<file path="src/rtl/fetch_id_fifo_pkg.sv">
`default_nettype none
// ============================================================================
// Module   : fetch_id_fifo_pkg
// Purpose  : Shared constants for the IF->ID fetch packet FIFO: NOP encoding,
//            packet width and the bit offsets used to pack/unpack a packet.
// Contents : INST_NOP, FETCH_PKT_W, OFF_* field offsets, idle_pkt()
// Revision : 1.0 - initial release
// ============================================================================
package fetch_id_fifo_pkg;

  // LoongArch canonical NOP (andi r0, r0, 0)
  localparam logic [31:0] INST_NOP = 32'h0340_0000;

  localparam int FETCH_PKT_W = 206;

  // Packet layout, LSB first
  localparam int OFF_PC0         = 0;
  localparam int OFF_PC1         = 32;
  localparam int OFF_PC_NEXT     = 64;
  localparam int OFF_INST0       = 96;
  localparam int OFF_INST1       = 128;
  localparam int OFF_BADV        = 160;
  localparam int OFF_PC_TAKEN    = 192;
  localparam int OFF_EXCP_FLAG   = 193;
  localparam int OFF_EXCEPTION   = 195;
  localparam int OFF_PRIV_FLAG   = 202;
  localparam int OFF_BRANCH_FLAG = 204;

  // Packet shown to ID whenever there is nothing valid to present
  function automatic logic [FETCH_PKT_W-1:0] idle_pkt();
    logic [FETCH_PKT_W-1:0] p;
    p = '0;
    p[OFF_INST0 +: 32] = INST_NOP;
    p[OFF_INST1 +: 32] = INST_NOP;
    return p;
  endfunction

endpackage
`default_nettype wire

</file>
<file path="src/rtl/fetch_fifo_ram.sv">
`default_nettype none
// ============================================================================
// Module   : fetch_fifo_ram
// Purpose  : DEPTH x FETCH_PKT_W packet storage, one synchronous write port
//            and one asynchronous read port. Contents are not reset.
// Ports    : clk            - clock
//            we/waddr/wdata - write port
//            raddr/rdata    - combinational read port
// Revision : 1.0 - initial release
// ============================================================================
module fetch_fifo_ram
  import fetch_id_fifo_pkg::*;
#(
  parameter int DEPTH = 8,
  parameter int PTR_W = $clog2(DEPTH)
) (
  input  logic                   clk,
  input  logic                   we,
  input  logic [PTR_W-1:0]       waddr,
  input  logic [FETCH_PKT_W-1:0] wdata,
  input  logic [PTR_W-1:0]       raddr,
  output logic [FETCH_PKT_W-1:0] rdata
);

  logic [FETCH_PKT_W-1:0] mem_q [DEPTH];

  always_ff @(posedge clk) begin
    if (we) begin
      mem_q[waddr] <= wdata;
    end
  end

  assign rdata = mem_q[raddr];

endmodule
`default_nettype wire

</file>
<file path="src/rtl/fetch_id_fifo.sv">
`default_nettype none
// ============================================================================
// Module   : fetch_id_fifo
// Purpose  : Decoupling FIFO between instruction fetch and decode. Holds
//            dual-instruction fetch packets and presents the oldest one to ID
//            with the readygo/allowin handshake. Flush empties the FIFO.
// Ports    : aclk/aresetn  - clock, async active-low reset
//            flush         - discard all entries (wins over push/pop)
//            if_*          - incoming packet, valid on if_readygo
//            fifo_allowin  - ~full
//            id_readygo    - head valid, id_allowin consumes it
//            fifo_id_*     - head packet (NOP/0 when nothing valid)
//            fifo_count    - occupancy 0..DEPTH
// Options  : FETCH_FIFO_BYPASS_EN - when empty, an incoming packet is shown
//            to ID in the same cycle and skips storage if ID takes it.
// Revision : 1.0 - initial release
// ============================================================================
module fetch_id_fifo
  import fetch_id_fifo_pkg::*;
#(
  parameter int DEPTH = 8,
  parameter int PTR_W = $clog2(DEPTH)
) (
  input  logic             aclk,
  input  logic             aresetn,
  input  logic             flush,
  input  logic             if_readygo,
  output logic             fifo_allowin,
  input  logic [31:0]      if_pc0,
  input  logic [31:0]      if_pc1,
  input  logic [31:0]      if_pc_next,
  input  logic             if_pc_taken,
  input  logic [31:0]      if_inst0,
  input  logic [31:0]      if_inst1,
  input  logic [31:0]      if_badv,
  input  logic [1:0]       if_excp_flag,
  input  logic [6:0]       if_exception,
  input  logic [1:0]       if_priv_flag,
  input  logic [1:0]       if_branch_flag,
  output logic             id_readygo,
  input  logic             id_allowin,
  output logic [31:0]      fifo_id_pc0,
  output logic [31:0]      fifo_id_pc1,
  output logic [31:0]      fifo_id_pc_next,
  output logic [31:0]      fifo_id_inst0,
  output logic [31:0]      fifo_id_inst1,
  output logic [31:0]      fifo_id_badv,
  output logic             fifo_id_pc_taken,
  output logic [1:0]       fifo_id_excp_flag,
  output logic [1:0]       fifo_id_priv_flag,
  output logic [1:0]       fifo_id_branch_flag,
  output logic [6:0]       fifo_id_exception,
  output logic [PTR_W:0]   fifo_count
);

  localparam logic [PTR_W:0] PTR_ONE = 1;

  // Pointers carry one extra MSB as a wrap bit to separate full from empty
  logic [PTR_W:0]         wr_ptr_q, wr_ptr_d;
  logic [PTR_W:0]         rd_ptr_q, rd_ptr_d;
  logic                   w_full, w_empty, w_push, w_push_mem, w_pop_mem, w_bypass;
  logic [FETCH_PKT_W-1:0] w_wdata, w_rdata, w_head;

  assign w_empty = (wr_ptr_q == rd_ptr_q);
  assign w_full  = (wr_ptr_q[PTR_W] != rd_ptr_q[PTR_W]) &&
                   (wr_ptr_q[PTR_W-1:0] == rd_ptr_q[PTR_W-1:0]);

  assign fifo_allowin = ~w_full;
  assign w_push       = if_readygo & fifo_allowin;

`ifdef FETCH_FIFO_BYPASS_EN
  // Incoming packet goes straight to ID; if taken it never enters storage
  assign w_bypass   = w_empty & ~flush & if_readygo;
  assign w_push_mem = w_push & ~(w_bypass & id_allowin);
`else
  assign w_bypass   = 1'b0;
  assign w_push_mem = w_push;
`endif

  // Only stored entries advance the read pointer; a bypassed packet does not
  assign w_pop_mem  = ~w_empty & id_allowin;
  assign id_readygo = ~w_empty | w_bypass;
  assign fifo_count = wr_ptr_q - rd_ptr_q;

  always_comb begin
    w_wdata = '0;
    w_wdata[OFF_PC0         +: 32] = if_pc0;
    w_wdata[OFF_PC1         +: 32] = if_pc1;
    w_wdata[OFF_PC_NEXT     +: 32] = if_pc_next;
    w_wdata[OFF_INST0       +: 32] = if_inst0;
    w_wdata[OFF_INST1       +: 32] = if_inst1;
    w_wdata[OFF_BADV        +: 32] = if_badv;
    w_wdata[OFF_PC_TAKEN]          = if_pc_taken;
    w_wdata[OFF_EXCP_FLAG   +: 2]  = if_excp_flag;
    w_wdata[OFF_EXCEPTION   +: 7]  = if_exception;
    w_wdata[OFF_PRIV_FLAG   +: 2]  = if_priv_flag;
    w_wdata[OFF_BRANCH_FLAG +: 2]  = if_branch_flag;
  end

  // Flush overrides any push/pop in the same cycle
  always_comb begin
    wr_ptr_d = wr_ptr_q;
    rd_ptr_d = rd_ptr_q;
    if (flush) begin
      wr_ptr_d = '0;
      rd_ptr_d = '0;
    end else begin
      if (w_push_mem) wr_ptr_d = wr_ptr_q + PTR_ONE;
      if (w_pop_mem)  rd_ptr_d = rd_ptr_q + PTR_ONE;
    end
  end

  always_ff @(posedge aclk or negedge aresetn) begin
    if (!aresetn) begin
      wr_ptr_q <= '0;
      rd_ptr_q <= '0;
    end else begin
      wr_ptr_q <= wr_ptr_d;
      rd_ptr_q <= rd_ptr_d;
    end
  end

  fetch_fifo_ram #(
    .DEPTH (DEPTH),
    .PTR_W (PTR_W)
  ) u_ram (
    .clk   (aclk),
    .we    (w_push_mem & ~flush),
    .waddr (wr_ptr_q[PTR_W-1:0]),
    .wdata (w_wdata),
    .raddr (rd_ptr_q[PTR_W-1:0]),
    .rdata (w_rdata)
  );

  // Head select: stored entry, else bypassed input, else idle NOP/0
  always_comb begin
    w_head = idle_pkt();
    if (!w_empty) begin
      w_head = w_rdata;
    end else if (w_bypass) begin
      w_head = w_wdata;
    end
  end

  assign fifo_id_pc0         = w_head[OFF_PC0         +: 32];
  assign fifo_id_pc1         = w_head[OFF_PC1         +: 32];
  assign fifo_id_pc_next     = w_head[OFF_PC_NEXT     +: 32];
  assign fifo_id_inst0       = w_head[OFF_INST0       +: 32];
  assign fifo_id_inst1       = w_head[OFF_INST1       +: 32];
  assign fifo_id_badv        = w_head[OFF_BADV        +: 32];
  assign fifo_id_pc_taken    = w_head[OFF_PC_TAKEN];
  assign fifo_id_excp_flag   = w_head[OFF_EXCP_FLAG   +: 2];
  assign fifo_id_exception   = w_head[OFF_EXCEPTION   +: 7];
  assign fifo_id_priv_flag   = w_head[OFF_PRIV_FLAG   +: 2];
  assign fifo_id_branch_flag = w_head[OFF_BRANCH_FLAG +: 2];

endmodule
`default_nettype wire

</file>
<file path="config.mk">
export PLATFORM = sky130hd
export DESIGN_NAME = fetch_id_fifo
export DESIGN_NICKNAME = d
export VERILOG_FILES = /design/src/rtl/fetch_id_fifo_pkg.sv /design/src/rtl/fetch_fifo_ram.sv /design/src/rtl/fetch_id_fifo.sv
export SDC_FILE = /design/constraint.sdc
export NUM_CORES = 1
export LEC_CHECK = 0
export CAP_MARGIN = 20
export CORE_ASPECT_RATIO = 1.5
export CORE_MARGIN = 10
export CORE_UTILIZATION = 40
export DETAILED_ROUTE_END_ITERATION = 10
export PLACE_DENSITY = 0.66
export RECOVER_POWER = 50
export SETUP_SLACK_MARGIN = 0.15
export SYNTH_ARGS = -nofsm -noshare
export SYNTH_HDL_FRONTEND = slang
export SYNTH_SLANG_ARGS = --single-unit
</file>
<file path="constraint.sdc">
create_clock -name aclk -period 31.3 [get_ports aclk]
set_input_delay 6.26 -clock aclk [delete_from_list [all_inputs] [get_ports aclk]]
set_output_delay 6.26 -clock aclk [all_outputs]
set_load 0.05 [all_outputs]
</file>
**Run 1: wiring heat map**

Bar = 100 µm. 17 x 25 tiles, from dark purple (low) to yellow (high), scaled to the fullest tile. Values are wire area over tile area, all layers added.
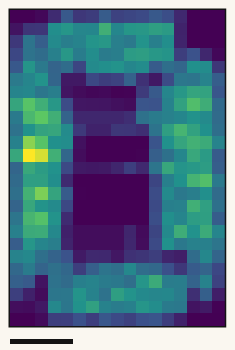
tiles over half the peak: 21%
emptiest ninth of the die: middle
nearly empty tiles: 13%
fullest tile: 0.42
mean over tiles: 0.13
Tot GR Track Use: 15.55%
detailed-route via count: 28108
Routed WL: 135200 µm
WL per Instance: 26.16 µm

**Run 1: placed cells, one colour a class**

Bar = 100 µm.
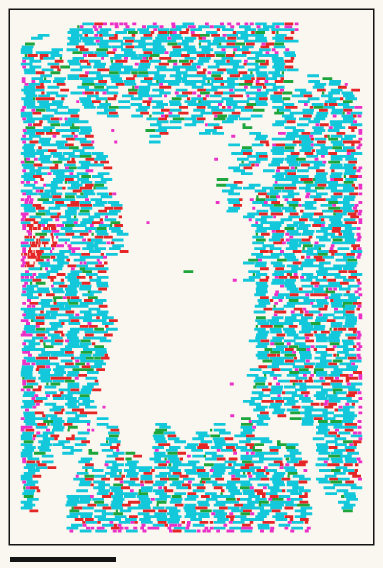
| colour | class | cells |
|---|---|---|
| magenta | other buffers and delay cells | 474 |
| cyan | flops | 1656 |
| green | clock drivers and dummy loads | 277 |
| red | combinational and other logic | 684 |
Seq area share: 67.63%
fin util: 47.33%
# rows: 177

**Run 1: routing congestion**

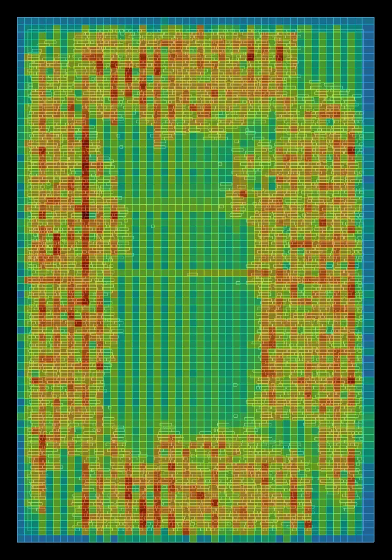
M1 GR Usage: 20.42%
met3 usage: 4.416%

==> ci_impl_report.md, run 1 <==
### Flow metrics

| Metric | Value |
|---|---|
| Outcome | `finished with violations` |
| Violated checks | `max-capacitance violations, max-slew violations` |
| DP Worst Slack | `19.66 ns` |
| Tool warnings | `48` |
| MI comb area | `between 10000 and 15000 µm²` |
| Mi-comb count | `a little under 700` |
| Sequential Power Share | `45.9%` |
| CTS tree | `yes` |
| Simple Share, Synth | `less than 1%` |
| R2R Setup Slk | `21.05 ns` |
| WHS Endpoint | `wr_ptr_q[1]` |
| Seq group | `between 2 and 2.5 mW` |
| Worst-path clk slew | `0.06 ns` |
| Finished Layout Cells | `5169` |
| Fmax | `approximately 68 MHz` |
| Final setup fails | `0` |
| Clock-cell share of area | `6.661%` |
| CP Class | `primary input to flop` |
| XOR-XNOR Cells, Area Fraction | `less than 1%` |
| RSZ-0062 raised after global routing | `no` |
| Pwr top | `sequential cells` |
| CTS Sinks | `between 1500 and 2000` |
| Synthesized area per cell | `around 25 µm²` |
| Unique cell types | `36` |
| CP peak stage delay | `slightly below 6 ns` |
| Post-cts sizing count | `0` |
| GRT met2 Usage | `24.99%` |
| # Cells Yosys | `2478` |
| # nets final | `around 3200` |
| Maximum vdd ir drop | `0.06793 mV` |
| Fin. max-slew vios | `around 300` |
| Yosys chip area | `~62000 µm²` |
| CP cell instances | `dlygate4sd3_1 -> o21ai_0 -> nor4_2 -> clkbuf_1 -> buf_4` |
| Tcrit/Tclk final | `47.29%` |
| Initial Util | `40.24%` |
| Number of non-clock buffers | `474` |
| Synth top cell by count | `edfxtp_1` |
| Floorplan Nets | `2695` |
| Synth Instances | `approximately 2500` |
| Largest regs | `u_ram.mem_q x1648, rd_ptr_q x4, wr_ptr_q x4` |
| Synthesis-to-layout area growth | `17.63%` |
| TritonCTS Buffers | `151` |
| Maxcap violations | `5` |
| Aoi share | `3.038%` |
| Dpl hpwl | `a little over 70000 µm` |
| Count of library flops with an enable pin | `1648` |
| Met3 routed WL | `10710 µm` |
**Run 1: I/O nets highlighted**

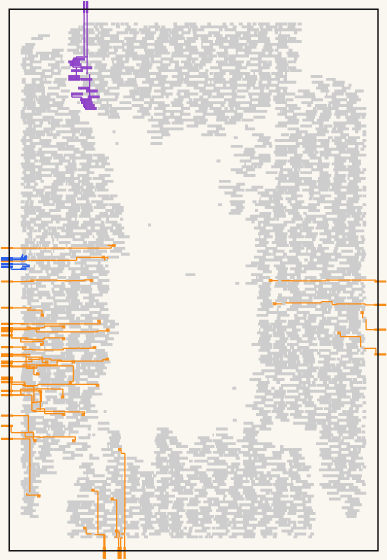

==> inputs of run 2 (changes only) <==
Clock period 31.3 ns to 15.4 ns, I/O delays scaled along.
**Run 2: I/O nets highlighted**

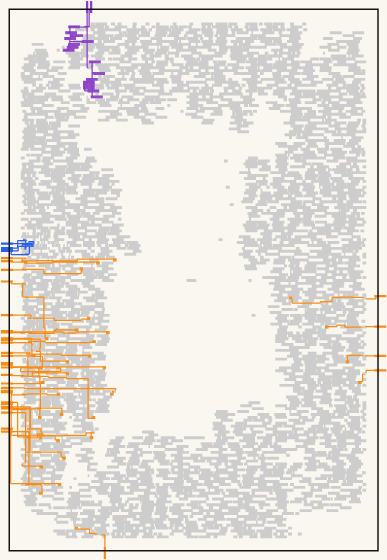
| colour | port | direction | end cells | buffers | wire |
|---|---|---|---|---|---|
| orange | fifo_id_pc0 | output | 32 | 32 | 2510 µm |
| purple | if_excp_flag | input | 16 | 2 | 205 µm |
| blue | fifo_count | output | 4 | 4 | 120 µm |
PortBufs: 422
# IOs: 423

==> run 2 against run 1 <==
Compared with the run above:
- cell count down 0.14%
- clock-buffer cell count shrank 9
- the flow still finishes with violations (max-capacitance violations, max-slew violations)
- clock power rose by 100%
==> ci_impl_report.md, run 2 <==
### Flow metrics

| Metric | Value |
|---|---|
| Outcome | `finished with violations (unchanged)` |
| Violated checks | `max-capacitance violations, max-slew violations (unchanged)` |
| Tcrit/Tclk final | `68.59%` |
| TritonCTS Buffers | `154 (was 151)` |
| Simple Share, Synth | `0.2323% (unchanged)` |
| Psw | `3.039 mW (was 1.495 mW)` |
| Maxcap violations | `7 (was 5)` |
| Clock network power | `3.64 mW (was 1.82 mW)` |
| Count of library flops with an enable pin | `1648 (unchanged)` |
| Largest regs | `u_ram.mem_q x1648, rd_ptr_q x4, wr_ptr_q x4 (unchanged)` |
| Synthesized area per cell | `25.21 µm² (unchanged)` |
| Floorplan Nets | `2695 (unchanged)` |
| Synthesis-to-layout area growth | `17.53% (was 17.63%)` |
| CTS Sinks | `1656 (unchanged)` |
| CP Class | `primary input to flop (unchanged)` |
| CP peak stage delay | `4.87 ns (was 5.88 ns)` |
| MI comb area | `11560 µm² (was 11570 µm²)` |
| Dpl hpwl | `74450 µm (was 72140 µm)` |
| Fin. max-slew vios | `266 (was 303)` |
| Post-cts sizing count | `0 (unchanged)` |
| CP cell instances | `dlygate4sd3_1 -> o21ai_0 -> nor4b_1 -> clkbuf_1 -> buf_4 (was dlygate4sd3_1 -> o21ai_0 -> nor4_2 -> clkbuf_1 -> buf_4)` |
| CTS tree | `yes (unchanged)` |
| Synth top cell by count | `edfxtp_1 (unchanged)` |
| Fmax | `around 95 MHz` |
| Buffers and inverters on the worst path | `3 (unchanged)` |
| Routed WL | `136200 µm (was 135200 µm)` |
| Yosys chip area | `62470 µm² (unchanged)` |
| Clock-cell share of area | `6.554% (was 6.661%)` |
| Final setup fails | `0 (unchanged)` |
| Met3 routed WL | `10260 µm (was 10710 µm)` |
| Worst-path clk slew | `0.06 ns (about the same)` |
| Pwr top | `sequential cells (unchanged)` |
| # nets final | `3192 (was 3184)` |
| Seq group | `5.06 mW (was 2.49 mW)` |
| RSZ-0062 raised after global routing | `no (unchanged)` |
| # rows | `177 (unchanged)` |
| Met3 usage | `4.101% (was 4.416%)` |
| Top delay family on crit path | `buffers and inverters (unchanged)` |
| Tool warnings | `37 (was 48)` |
| Maximum vdd ir drop | `0.2341 mV (was 0.06793 mV)` |
| Detailed-route via count | `28226 (was 28108)` |
| Finished Layout Cells | `5162 (was 5169)` |
| Sequential Power Share | `46.2% (was 45.9%)` |
| # Cells Yosys | `2478 (unchanged)` |
| XOR-XNOR Cells, Area Fraction | `0.1702% (unchanged)` |
| GRT met2 Usage | `25.43% (was 24.99%)` |
| Aoi share | `3.038% (unchanged)` |
| R2R Setup Slk | `6.13 ns (was 21.05 ns)` |
**Run 2: routing congestion**

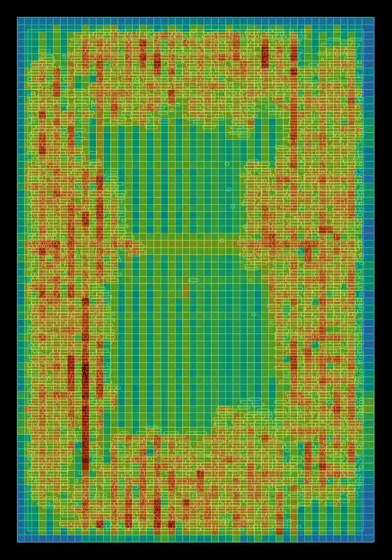
fin util: 47.29%
WL per Instance: 26.38 µm
GRT busiest layer: met2
M1 GR Usage: 20.49%
Tot GR Track Use: 15.61%

Power and IR drop assume default switching activity.
